Figure 1. Ports around the boundary (run 1).
Drawn at 4 px/µm. Pins as bars across the die edge, other pins in grey.
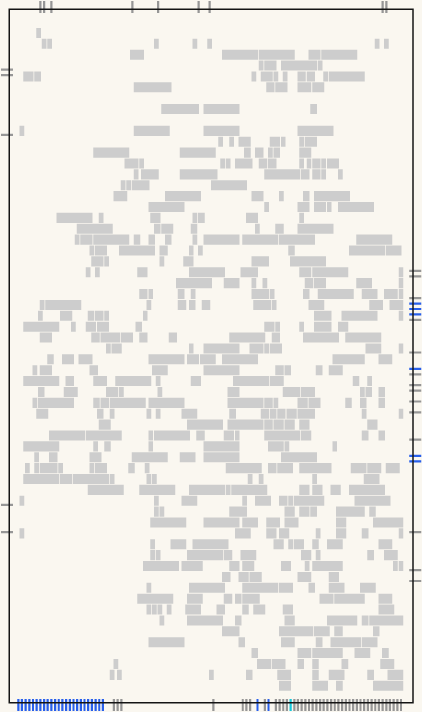
Figure 2. I/O nets highlighted (run 1).
Drawn at 2 px/µm.
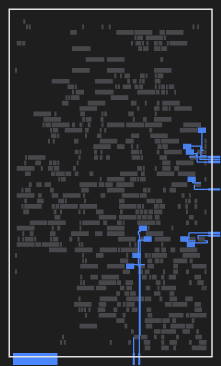
Figure 3. Cells by drive strength (run 1).
Drawn at 4 px/µm.
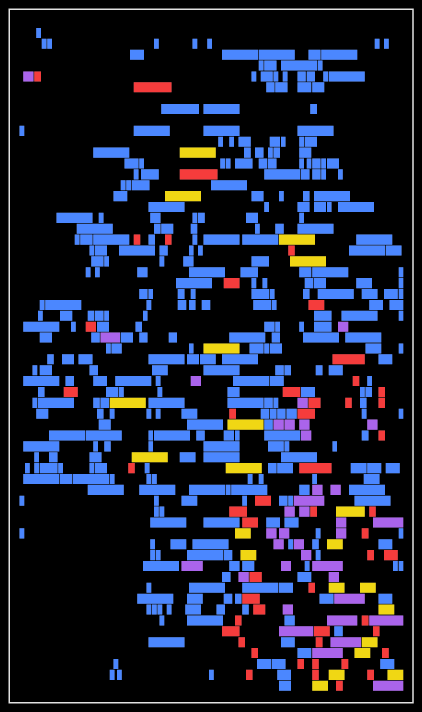
===== src/rtl/uart_mmio_responder.sv =====
// uart_mmio_responder: memory-mapped 8N1 UART (TXD/RXD/CON) with combinational
// load data, store commit on clk, and a registered level IRQ.
module uart_mmio_responder #(
    parameter int          CLK_FREQ  = 100_000_000,
    parameter int          BAUD      = 9600,
    parameter logic [31:0] BASE_ADDR = 32'h40000018
) (
    input  logic        clk,
    input  logic        reset,
    input  logic [31:0] Address,
    input  logic [31:0] Write_data,
    input  logic        MemRead,
    input  logic        MemWrite,
    output logic [31:0] Read_data,
    input  logic        uart_rx,
    output logic        uart_tx,
    output logic        IRQ
);
    localparam int DIV = CLK_FREQ / BAUD;
    localparam int CW  = $clog2(DIV);
    localparam logic [CW-1:0] LAST = CW'(DIV - 1);
    localparam logic [CW-1:0] HALF = CW'(DIV / 2 - 1);

    typedef enum logic [1:0] {TX_IDLE, TX_START, TX_DATA, TX_STOP} tx_state_e;
    typedef enum logic [2:0] {RX_IDLE, RX_START, RX_DATA, RX_STOP, RX_WAIT} rx_state_e;

    tx_state_e     tx_state_q, tx_state_d;
    logic [CW-1:0] tx_cnt_q, tx_cnt_d;
    logic [2:0]    tx_bit_q, tx_bit_d;
    logic [7:0]    txd_q, txd_d;
    logic          tx_fin;

    rx_state_e     rx_state_q, rx_state_d;
    logic [CW-1:0] rx_cnt_q, rx_cnt_d;
    logic [2:0]    rx_bit_q, rx_bit_d;
    logic [7:0]    rx_shift_q, rx_shift_d;
    logic [7:0]    rx_data_q, rx_data_d;
    logic          rx_meta_q, rx_sync_q, rx_prev_q;
    logic          rx_store, rx_ferr;

    logic [1:0] ie_q, ie_d;
    logic       tx_done_q, tx_done_d, rx_valid_q, rx_valid_d;
    logic       rx_ovr_q, rx_ovr_d, ferr_q, ferr_d, irq_q, irq_d;

    logic sel_txd, sel_rxd, sel_con, tx_busy;
    logic [31:0] con_val;
    logic unused_wdata;

    assign sel_txd = Address == BASE_ADDR;
    assign sel_rxd = Address == BASE_ADDR + 32'd4;
    assign sel_con = Address == BASE_ADDR + 32'd8;
    assign tx_busy = tx_state_q != TX_IDLE;
    assign con_val = {25'b0, ferr_q, rx_ovr_q, tx_busy, rx_valid_q, tx_done_q, ie_q};
    assign unused_wdata = ^Write_data[31:8];

    assign Read_data = !MemRead ? 32'd0 :
                       sel_txd  ? {24'd0, txd_q} :
                       sel_rxd  ? {24'd0, rx_data_q} :
                       sel_con  ? con_val : 32'd0;

    // Line level is decoded from state so an async reset forces idle-high at once.
    assign uart_tx = tx_state_q == TX_START ? 1'b0 :
                     tx_state_q == TX_DATA  ? txd_q[tx_bit_q] : 1'b1;
    assign IRQ = irq_q;

    always_comb begin
        tx_state_d = tx_state_q;
        tx_cnt_d   = tx_cnt_q + 1'b1;
        tx_bit_d   = tx_bit_q;
        txd_d      = txd_q;
        tx_fin     = 1'b0;
        case (tx_state_q)
            TX_IDLE: begin
                tx_cnt_d = '0;
                if (MemWrite && sel_txd) begin
                    txd_d      = Write_data[7:0];
                    tx_state_d = TX_START;
                end
            end
            TX_START: if (tx_cnt_q == LAST) begin
                tx_state_d = TX_DATA;
                tx_cnt_d   = '0;
                tx_bit_d   = 3'd0;
            end
            TX_DATA: if (tx_cnt_q == LAST) begin
                tx_cnt_d   = '0;
                tx_bit_d   = tx_bit_q + 3'd1;
                tx_state_d = tx_bit_q == 3'd7 ? TX_STOP : TX_DATA;
            end
            default: if (tx_cnt_q == LAST) begin
                tx_state_d = TX_IDLE;
                tx_cnt_d   = '0;
                tx_fin     = 1'b1;
            end
        endcase
    end

    always_ff @(posedge clk or negedge reset) begin
        if (!reset) begin
            tx_state_q <= TX_IDLE;
            tx_cnt_q   <= '0;
            tx_bit_q   <= 3'd0;
            txd_q      <= 8'd0;
        end else begin
            tx_state_q <= tx_state_d;
            tx_cnt_q   <= tx_cnt_d;
            tx_bit_q   <= tx_bit_d;
            txd_q      <= txd_d;
        end
    end

    // After a bad stop bit, RX_WAIT holds off until the line is high again.
    always_comb begin
        rx_state_d = rx_state_q;
        rx_cnt_d   = rx_cnt_q + 1'b1;
        rx_bit_d   = rx_bit_q;
        rx_shift_d = rx_shift_q;
        rx_store   = 1'b0;
        rx_ferr    = 1'b0;
        case (rx_state_q)
            RX_IDLE: begin
                rx_cnt_d = '0;
                if (rx_prev_q && !rx_sync_q) rx_state_d = RX_START;
            end
            RX_START: if (rx_cnt_q == HALF) begin
                rx_cnt_d   = '0;
                rx_bit_d   = 3'd0;
                rx_state_d = rx_sync_q ? RX_IDLE : RX_DATA;
            end
            RX_DATA: if (rx_cnt_q == LAST) begin
                rx_cnt_d   = '0;
                rx_shift_d = {rx_sync_q, rx_shift_q[7:1]};
                rx_bit_d   = rx_bit_q + 3'd1;
                rx_state_d = rx_bit_q == 3'd7 ? RX_STOP : RX_DATA;
            end
            RX_STOP: if (rx_cnt_q == LAST) begin
                rx_cnt_d   = '0;
                rx_store   = rx_sync_q;
                rx_ferr    = !rx_sync_q;
                rx_state_d = rx_sync_q ? RX_IDLE : RX_WAIT;
            end
            default: begin
                rx_cnt_d = '0;
                if (rx_sync_q) rx_state_d = RX_IDLE;
            end
        endcase
        rx_data_d = rx_store ? rx_shift_q : rx_data_q;
    end

    always_ff @(posedge clk or negedge reset) begin
        if (!reset) begin
            rx_meta_q  <= 1'b1;
            rx_sync_q  <= 1'b1;
            rx_prev_q  <= 1'b1;
            rx_state_q <= RX_IDLE;
            rx_cnt_q   <= '0;
            rx_bit_q   <= 3'd0;
            rx_shift_q <= 8'd0;
            rx_data_q  <= 8'd0;
        end else begin
            rx_meta_q  <= uart_rx;
            rx_sync_q  <= rx_meta_q;
            rx_prev_q  <= rx_sync_q;
            rx_state_q <= rx_state_d;
            rx_cnt_q   <= rx_cnt_d;
            rx_bit_q   <= rx_bit_d;
            rx_shift_q <= rx_shift_d;
            rx_data_q  <= rx_data_d;
        end
    end

    // Hardware sets take priority over read-clears.
    always_comb begin
        ie_d       = (MemWrite && sel_con) ? Write_data[1:0] : ie_q;
        tx_done_d  = tx_fin | (tx_done_q & ~(MemRead & sel_con));
        rx_valid_d = rx_store | (rx_valid_q & ~(MemRead & sel_rxd));
        rx_ovr_d   = (rx_store & rx_valid_q) | (rx_ovr_q & ~(MemRead & sel_con));
        ferr_d     = rx_ferr | (ferr_q & ~(MemRead & sel_con));
        irq_d      = (ie_q[0] & tx_done_q) | (ie_q[1] & rx_valid_q);
    end

    always_ff @(posedge clk or negedge reset) begin
        if (!reset) begin
            ie_q       <= 2'b00;
            tx_done_q  <= 1'b0;
            rx_valid_q <= 1'b0;
            rx_ovr_q   <= 1'b0;
            ferr_q     <= 1'b0;
            irq_q      <= 1'b0;
        end else begin
            ie_q       <= ie_d;
            tx_done_q  <= tx_done_d;
            rx_valid_q <= rx_valid_d;
            rx_ovr_q   <= rx_ovr_d;
            ferr_q     <= ferr_d;
            irq_q      <= irq_d;
        end
    end
endmodule


===== config.mk =====
export PLATFORM = sky130hd
export DESIGN_NAME = uart_mmio_responder
export DESIGN_NICKNAME = d
export VERILOG_FILES = /design/src/rtl/uart_mmio_responder.sv
export SDC_FILE = /design/constraint.sdc
export NUM_CORES = 1
export LEC_CHECK = 0
export ABC_CLOCK_PERIOD_IN_PS = 2860
export CELL_PAD_IN_SITES_DETAIL_PLACEMENT = 0
export CELL_PAD_IN_SITES_GLOBAL_PLACEMENT = 2
export CORE_ASPECT_RATIO = 1.75
export CORE_MARGIN = 2
export CORE_UTILIZATION = 24
export DETAILED_ROUTE_END_ITERATION = 16
export HOLD_SLACK_MARGIN = 0.12
export PLACE_DENSITY_LB_ADDON = 0.25
export RECOVER_POWER = 100
export SETUP_SLACK_MARGIN = 0.5
export SYNTH_ARGS = -nofsm -noshare
export SYNTH_HDL_FRONTEND = slang
export SYNTH_SLANG_ARGS = --single-unit

===== constraint.sdc =====
create_clock -name clk -period 2.86 [get_ports clk]
set_clock_uncertainty 0.15 [all_clocks]
set_input_delay 0.572 -clock clk [delete_from_list [all_inputs] [get_ports clk]]
set_output_delay 0.572 -clock clk [all_outputs]
set_load 0.005 [all_outputs]

==> results.json, run 1 <==
{
  "r2r_end": "rx_data_q[5]",
  "dp_hpwl_um": 7380,
  "netlist.top_cell.by_area": "dfrtp_1",
  "grt_pass1_wl_um": 16300,
  "vias": 2956,
  "critical_path_class": "input port to primary output",
  "min_from": "rx_meta_q",
  "holdWs_ns": 0.211,
  "leakage_uw": 0.00241,
  "ff_type": "dfrtp_1",
  "postRouteAntennaNets": 0,
  "ys_warn_count": 0,
  "r2r_start": "rx_cnt_q[9]",
  "path_clk_slew_ns": 0.06,
  "cts.sinks": 73,
  "mux_area_frac": 0.0897,
  "clk_path_buf_depth": 2,
  "whs_path_depth": 0,
  "postSynthSeqShare": 0.467,
  "synthSimpleGateAreaFrac": 0.220,
  "ctsHoldBuffers": 0,
  "cts_made_buffers": 9,
  "drt_iter0_markers": 70,
  "area_leaders": "dfrtp_1 (45%), buf_4 (5.2%), nor2_1 (3.9%)",
  "dieHeight_um": 173,
  "ys_cells": 374,
  "required_ns": 2.14,
  "num_rows": 61,
  "r2r_slack_ns": 0.45,
  "nNetsFinal": 546,
  "holdCritPathClass": "flop to flop",
  "worst_pin_slew_ns": 1.88,
  "rsz0062_at_grt": "yes",
  "drc_errors": 0,
  "p_total_uw": 2320,
  "logic_family": "simple AND/OR/NAND/NOR gates",
  "synth-seq-cells": 73,
  "pin_count": 103,
  "synth_top_area_share": 0.447,
  "place_worst_setup_slack_ns": -0.784,
  "ys_types": 58,
  "relSlewSlack": -0.255,
  "status": "finished, violations left",
  "grt_usage": 0.120,
  "syn_inst": 374,
  "nFillCells": 1660,
  "startpoint_type": "input port",
  "syn_area_per_cell_um2": 10.5,
  "finalSetupTns_ns": 0,
  "synth-edff-count": 0,
  "min_to": "rx_sync_q",
  "fp_util": 0.246,
  "cts_htree_levels": 3,
  "root_buffer": "clkbuf_16",
  "wire_per_inst_um": 15.2,
  "xor_share": 0.0537,
  "synth_area_um2": 3920,
  "viasPerCell": 4.47,
  "critPathMaxFanout": 4,
  "aoi_share": 0.0620,
  "ys_sh_adder": 0.0319,
  "hold_violations": 0,
  "maxCapViolations": 1,
  "wirelength_um": 10000,
  "vdd_ir_drop_max_mv": 0.269,
  "synth.top_cells.by_count": "dfrtp_1 (70), nor2_1 (41), nand2_1 (39)",
  "die_w_um": 101,
  "critPathCaptureType": "primary output",
  "yosys.stat.chipArea_um2": 3920,
  "firstDrtPassIters": 4,
  "fmax_mhz": 363,
  "setup-violations-final": 0,
  "drive_above_1_share": 0.227,
  "final_max_slew_viol_count": 74,
  "die-area_um2": 17400,
  "violations": "capacitance limit, slew limit",
  "rr_worst_depth": 5,
  "antenna_found_initial": 1,
  "p_per_area_nw_per_um2": 458,
  "gp_congestion": 0.737,
  "core_um2": 16000,
  "finalCritPeriodShare": 0.964,
  "port_buffers": 54,
  "warnings": 56,
  "grt_max_degree": 74,
  "top_cell": "dfrtp_1",
  "first_global_vias": 3221,
  "clock.latency.late_pin_ns": 0.32,
  "min_period_ns": 2.76,
  "cp.arrival_ns": 2.04,
  "grt_overflow": 0,
  "cts_tree": "yes",
  "async_flop_share": 1.00
}
## Picture notes: Figure 1
[blue] `Write_data` | pins: 32 | direction: input | edge: 26 bottom, 6 right
[cyan] `MemWrite` | pins: 1 | direction: input | edge: bottom
all pins by edge: 69 bottom, 20 right, 9 top, 5 left

## Picture notes: Figure 2
[blue] `Write_data` | bits: 32 | direction: input | edge: 26 bottom, 6 right | end cells: 10 | buffers: 8 | wire: 244 µm

## Picture notes: Figure 3
[blue] _0 and _1 cells | cells: 365
[red] _2 cells | cells: 50
[purple] _3 and _4 cells | cells: 36
[yellow] _6 and larger | cells: 21
post-route setup slack: 0.102 ns
Non-Clock Buffer Count: 89
Design Area, Final: 5070 µm²
Synth-to-Final Area Change: 29.5%

## run 1: layout by cell type (no fill, tap or decap), types with 9 or more instances in the layout
master,instances
nand2_1,39
buf_4,22
conb_1,24
nand3_1,12
and3_1,11
nor2_1,42
buf_2,20
xor2_1,12
mux2_1,16
buf_6,11
clkbuf_16,9
dfrtp_1,70
a21oi_1,9
ha_1,10
clkdlybuf4s50_1,10
inv_1,15
xnor2_1,12
## run 1: metal layers
metal  part of all wire  track usage  vias up  wire length (µm)
met5                  0            0        -                 0
met4              0.023       0.0497        0               232
met3              0.023       0.0218       15               229
met2               0.58        0.227       46              5860
met1               0.37        0.125     1455              3710
li1                   -            -     1440                 -
## run 1: final cells by class
cell class | instances | area, µm² | area share
Antenna cell | 1 | 2.50 | 0.000493
Clock buffer | 12 | 236 | 0.0466
Clock inverter | 4 | 20.0 | 0.00395
Inverter | 15 | 56.3 | 0.0111
Multi-Input combinational cell | 279 | 2000 | 0.394
Sequential cell | 73 | 1830 | 0.361
Tap cell | 189 | 236 | 0.0466
Timing Repair Buffer | 89 | 693 | 0.137
## run 1: stage by stage
step           instance area [µm²]  instances   util
4_1_cts                       5130        657  0.321
3_5_place_dp                  4740        627  0.297
6_report                      5070        662  0.318
5_1_grt                       5070        662  0.318
2_1_floorplan                 4060        397      -
3_3_place_gp                  4740        627  0.297
## run 1: what timing repair did
| item | in CTS | in global routing |
|---|---|---|
| gates resized | 154 | 20 |
| pin swaps | 13 | 9 |
| cloned | 0 | 1 |
| endpoints found under the setup margin | 24 | 22 |
| setup buffers | 14 | 3 |
## run 1: worst max-delay path: stages
cell,delay (ns)
clkdlybuf4s15_1,0.21
nor4b_4,0.29
buf_4,0.15
nand2_1,0.05
nor3_1,0.13
buf_4,0.17
buf_4,0.12
a22oi_2,0.08
a21oi_2,0.13
buf_2,0.13
## run 1: sequential cells by signal, summed over array words and instances, names as in the netlist, 3 cells and up
name        cells
rx_bit_q        3
rx_cnt_q       14
rx_data_q       8
rx_shift_q      8
rx_state_q      3
tx_bit_q        3
tx_cnt_q       14
txd_q           8
## run 1: worst max path at each step
| stage | startpoint | to | slack [ns] | cells after the start |
|---|---|---|---|---|
| after floorplan | Address[18] | Read_data[0] | 0.33 | 5 |
| after global placement | Address[8] | Read_data[3] | -0.73 | 8 |
| after global routing | Address[4] | Read_data[5] | 0.01 | 10 |
| after CTS | Address[0] | Read_data[0] | 0.03 | 10 |
| final | Address[4] | Read_data[3] | 0.10 | 10 |
| after detailed placement | Address[8] | Read_data[3] | -0.78 | 8 |
## run 1: power breakdown
group | leakage, µW | switching, µW | total, µW | internal [µW]
clock | 0.000130 | 411 | 993 | 582
sequential | 0.000974 | 44.9 | 1120 | 1070
combinational | 0.00130 | 112 | 213 | 102
total | 0.00241 | 568 | 2320 | 1760
## run 1: kinds of logic after synthesis
group / after synthesis
AND/OR/NAND/NOR: 158
flip-flops: 73
buffers and inverters: 46
AND-OR/OR-AND: 35
multiplexers: 27
XOR/XNOR: 24
adder cells (fa/ha/maj): 10
other: 1
--- run 2 (diff from run 1) ---
--- a/config.mk
+++ b/config.mk
@@ -11,10 +11,12 @@
 export CORE_ASPECT_RATIO = 1.75
 export CORE_MARGIN = 2
 export CORE_UTILIZATION = 24
+export CTS_CLUSTER_SIZE = 24
 export DETAILED_ROUTE_END_ITERATION = 16
 export HOLD_SLACK_MARGIN = 0.12
 export PLACE_DENSITY_LB_ADDON = 0.25
 export RECOVER_POWER = 100
+export REMOVE_ABC_BUFFERS = 1
 export SETUP_SLACK_MARGIN = 0.5
 export SYNTH_ARGS = -nofsm -noshare
 export SYNTH_HDL_FRONTEND = slang
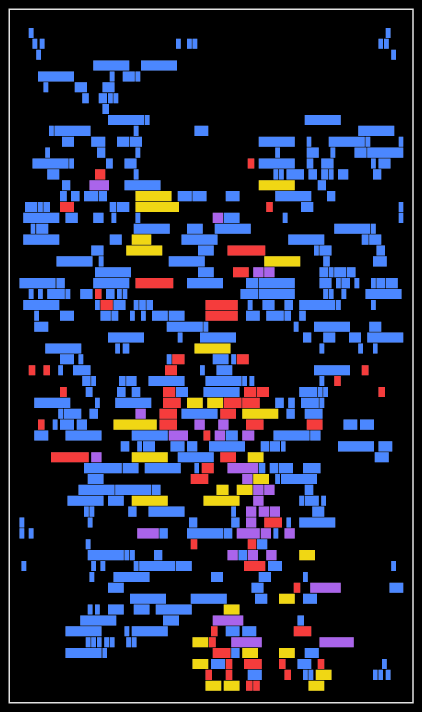
Figure 4: run 2, cells by drive strength.
Drawn at 4 px/µm.
Synth-to-Final Area Change: 31.6%
post-route setup slack: 0.0292 ns
Design Area, Final: 5160 µm²

==> results.json, run 2 <==
{
  "status": "complete, no violations",
  "wirelength_um": 10300,
  "first_global_vias": 3216,
  "min_period_ns": 2.83,
  "final_max_slew_viol_count": 0,
  "dp_hpwl_um": 7640,
  "xor_share": 0.0537,
  "top_cell": "dfrtp_1",
  "clock.latency.late_pin_ns": 0.33,
  "startpoint_type": "input port",
  "diodes": 0,
  "p_clk_frac": 0.483,
  "gp_congestion": 0.749,
  "warnings": 54,
  "p_int_uw": 1970,
  "syn_inst": 374,
  "wire_per_inst_um": 15.6,
  "syn_area_per_cell_um2": 10.5,
  "rsz0062_at_grt": "yes",
  "reg.largest.list": "rx_cnt_q: 14 flops, tx_cnt_q: 14 flops",
  "ys_cells": 374,
  "synthSimpleGateAreaFrac": 0.220,
  "final_cell_mix": "dfrtp_1 (69), nor2_1 (42), nand2_1 (38)",
  "drt_iter0_markers": 58,
  "die-area_um2": 17400,
  "postRouteAntennaNets": 0,
  "grt_overflow": 0,
  "min_from": "rx_meta_q",
  "setup-violations-final": 0,
  "synth_area_um2": 3920,
  "ys_sh_adder": 0.0319,
  "nNetsFinal": 546,
  "top_usage_layer": "met2",
  "p_sw_uw": 608,
  "fmax_mhz": 353,
  "cp_slowest_stage_delay_ns": 0.27,
  "critPathCaptureType": "primary output",
  "clk_path_buf_depth": 2,
  "synth_top_area_share": 0.447,
  "ys_types": 58,
  "worst_pin_slew_ns": 1.25,
  "met2_usage": 0.228,
  "vias": 2932,
  "rr_worst_depth": 4,
  "port_buffers": 54,
  "logic_family": "simple AND/OR/NAND/NOR gates",
  "critPathMaxFanout": 3,
  "relSlewSlack": 0.166,
  "core_um2": 16000,
  "min_to": "rx_sync_q",
  "required_ns": 2.14,
  "vdd_ir_drop_max_mv": 0.362,
  "die_w_um": 101,
  "netlist.top_cell.by_area": "dfrtp_1",
  "hold_violations": 0,
  "aoi_share": 0.0620,
  "async_flop_share": 1.00,
  "antenna_found_initial": 0,
  "maxCapViolations": 0,
  "critical_path_class": "input port to primary output",
  "drive_above_1_share": 0.244,
  "drc_errors": 0,
  "r2r_slack_ns": 0.32,
  "finalSetupTns_ns": 0,
  "root_buffer": "clkbuf_16",
  "mux_area_frac": 0.0897,
  "layout_top_cell": "dfrtp_1",
  "cts.sinks": 73,
  "p_per_area_nw_per_um2": 499,
  "finalCritPeriodShare": 0.990,
  "ff_type": "dfrtp_1",
  "cts_tree": "yes",
  "synth.top_cells.by_count": "dfrtp_1 (70), nor2_1 (41), nand2_1 (39)",
  "leakage_uw": 0.00243,
  "r2r_end": "rx_shift_q[7]",
  "stdcell_count": 661,
  "fp_util": 0.246,
  "cts_made_buffers": 9,
  "cp.arrival_ns": 2.11,
  "dieHeight_um": 173,
  "grt_usage": 0.125,
  "use_met3": 0.0186,
  "whs_path_depth": 0,
  "critPathSlowestCell": "nor4_4",
  "firstDrtPassIters": 4,
  "path_clk_slew_ns": 0.06,
  "postSynthSeqShare": 0.467,
  "place_worst_setup_slack_ns": -0.732,
  "swShare": 0.236,
  "power_frac_seq": 0.433,
  "synth-seq-cells": 73,
  "r2r_start": "rx_cnt_q[4]",
  "met1_usage": 0.143,
  "yosys.stat.chipArea_um2": 3920,
  "postPlaceCellArea_um2": 4700,
  "path_common_cell": "buf_6",
  "ys_warn_count": 0,
  "cts_htree_levels": 3,
  "num_rows": 61,
  "area_leaders": "dfrtp_1 (45%), buf_4 (5.2%), nor2_1 (3.9%)",
  "pin_count": 103,
  "holdCritPathClass": "flop to flop",
  "place_inst": 627,
  "viasPerCell": 4.44,
  "path_cells": "buf_6, nor4_2, nand4_1, buf_6, nor4_4, buf_2, buf_6, a22oi_2, a21oi_2, buf_2",
  "grt_pass1_wl_um": 16800,
  "p_comb_frac": 0.084,
  "synth-edff-count": 0,
  "grt_max_degree": 37
}
run 2: cell counts after synthesis:
No cell type changed its count.
run 2: how the worst max path moves through the flow:
stage	start	endpoint	slack, ns	cells past startpoint
2_1_floorplan	Address[26]	Read_data[0]	0.31	5
3_3_place_gp	Address[25]	Read_data[2]	-0.74	8
3_5_place_dp	Address[26]	Read_data[1]	-0.73	8
4_1_cts	Address[10]	Read_data[2]	0.01	10
5_1_grt	Address[12]	Read_data[2]	-0.07	10
6_report	Address[0]	Read_data[2]	0.03	10
run 2: kinds of logic after synthesis:
kind of cell,Yosys count
simple gates,158
flops,73
buf+inv,46
compound gates,35
mux,27
xor+xnor,24
fa+ha+maj,10
other cells,1
run 2: critical path, delay by kind of cell:
| kind | cells | cell delay [ns] |
|---|---|---|
| AND-OR/OR-AND | 2 | 0.20 |
| buffers and inverters | 5 | 0.66 |
| AND/OR/NAND/NOR | 3 | 0.67 |
run 2: power by group through the flow:
stage	clock network [µW]	logic, µW	registers [µW]
after detailed placement	0	220	1130
after global routing	1330	250	1120
after global placement	0	215	1140
after CTS	1300	216	1120
final	1240	216	1110
after floorplan	0	97.7	1120
run 2: timing repair:
item | in CTS | in global routing
cloned | 1 | 1
pin swaps | 14 | 10
gates resized | 152 | 20
hold buffers | 1 | 0
endpoints found under the setup margin | 22 | 17
hold endpoints to repair | 19 | 0
buffers inserted | 11 | 4
run 2: layout make-up:
type                       instances  area [µm²]
clock inverter                     6        90.1
multi-input combinational        279        2000
inverter                          15        56.3
clock buffer                      10         239
tap                              189         236
timing repair buffer              89         702
fill                            1658       10800
sequential                        73        1830
run 2: stage by stage:
| step | hold slack [ns] | util | total power, µW |
|---|---|---|---|
| after floorplan | 0.126 | - | 1220 |
| after global routing | 0.216 | 0.323 | 2700 |
| after detailed placement | 0.198 | 0.295 | 1350 |
| after CTS | 0.208 | 0.323 | 2630 |
| after global placement | 0.196 | 0.295 | 1350 |
| final | 0.211 | 0.323 | 2570 |
run 2: metal layers:
metal  up-vias  part of all wire  wire [µm]
met5         -                 0          0
met4         0             0.018        186
met2        38              0.56       5790
met1      1444              0.40       4180
met3        13             0.018        182
li1       1437                 -          -
Power figures rest on the tool's default switching activity, not on a simulated workload.
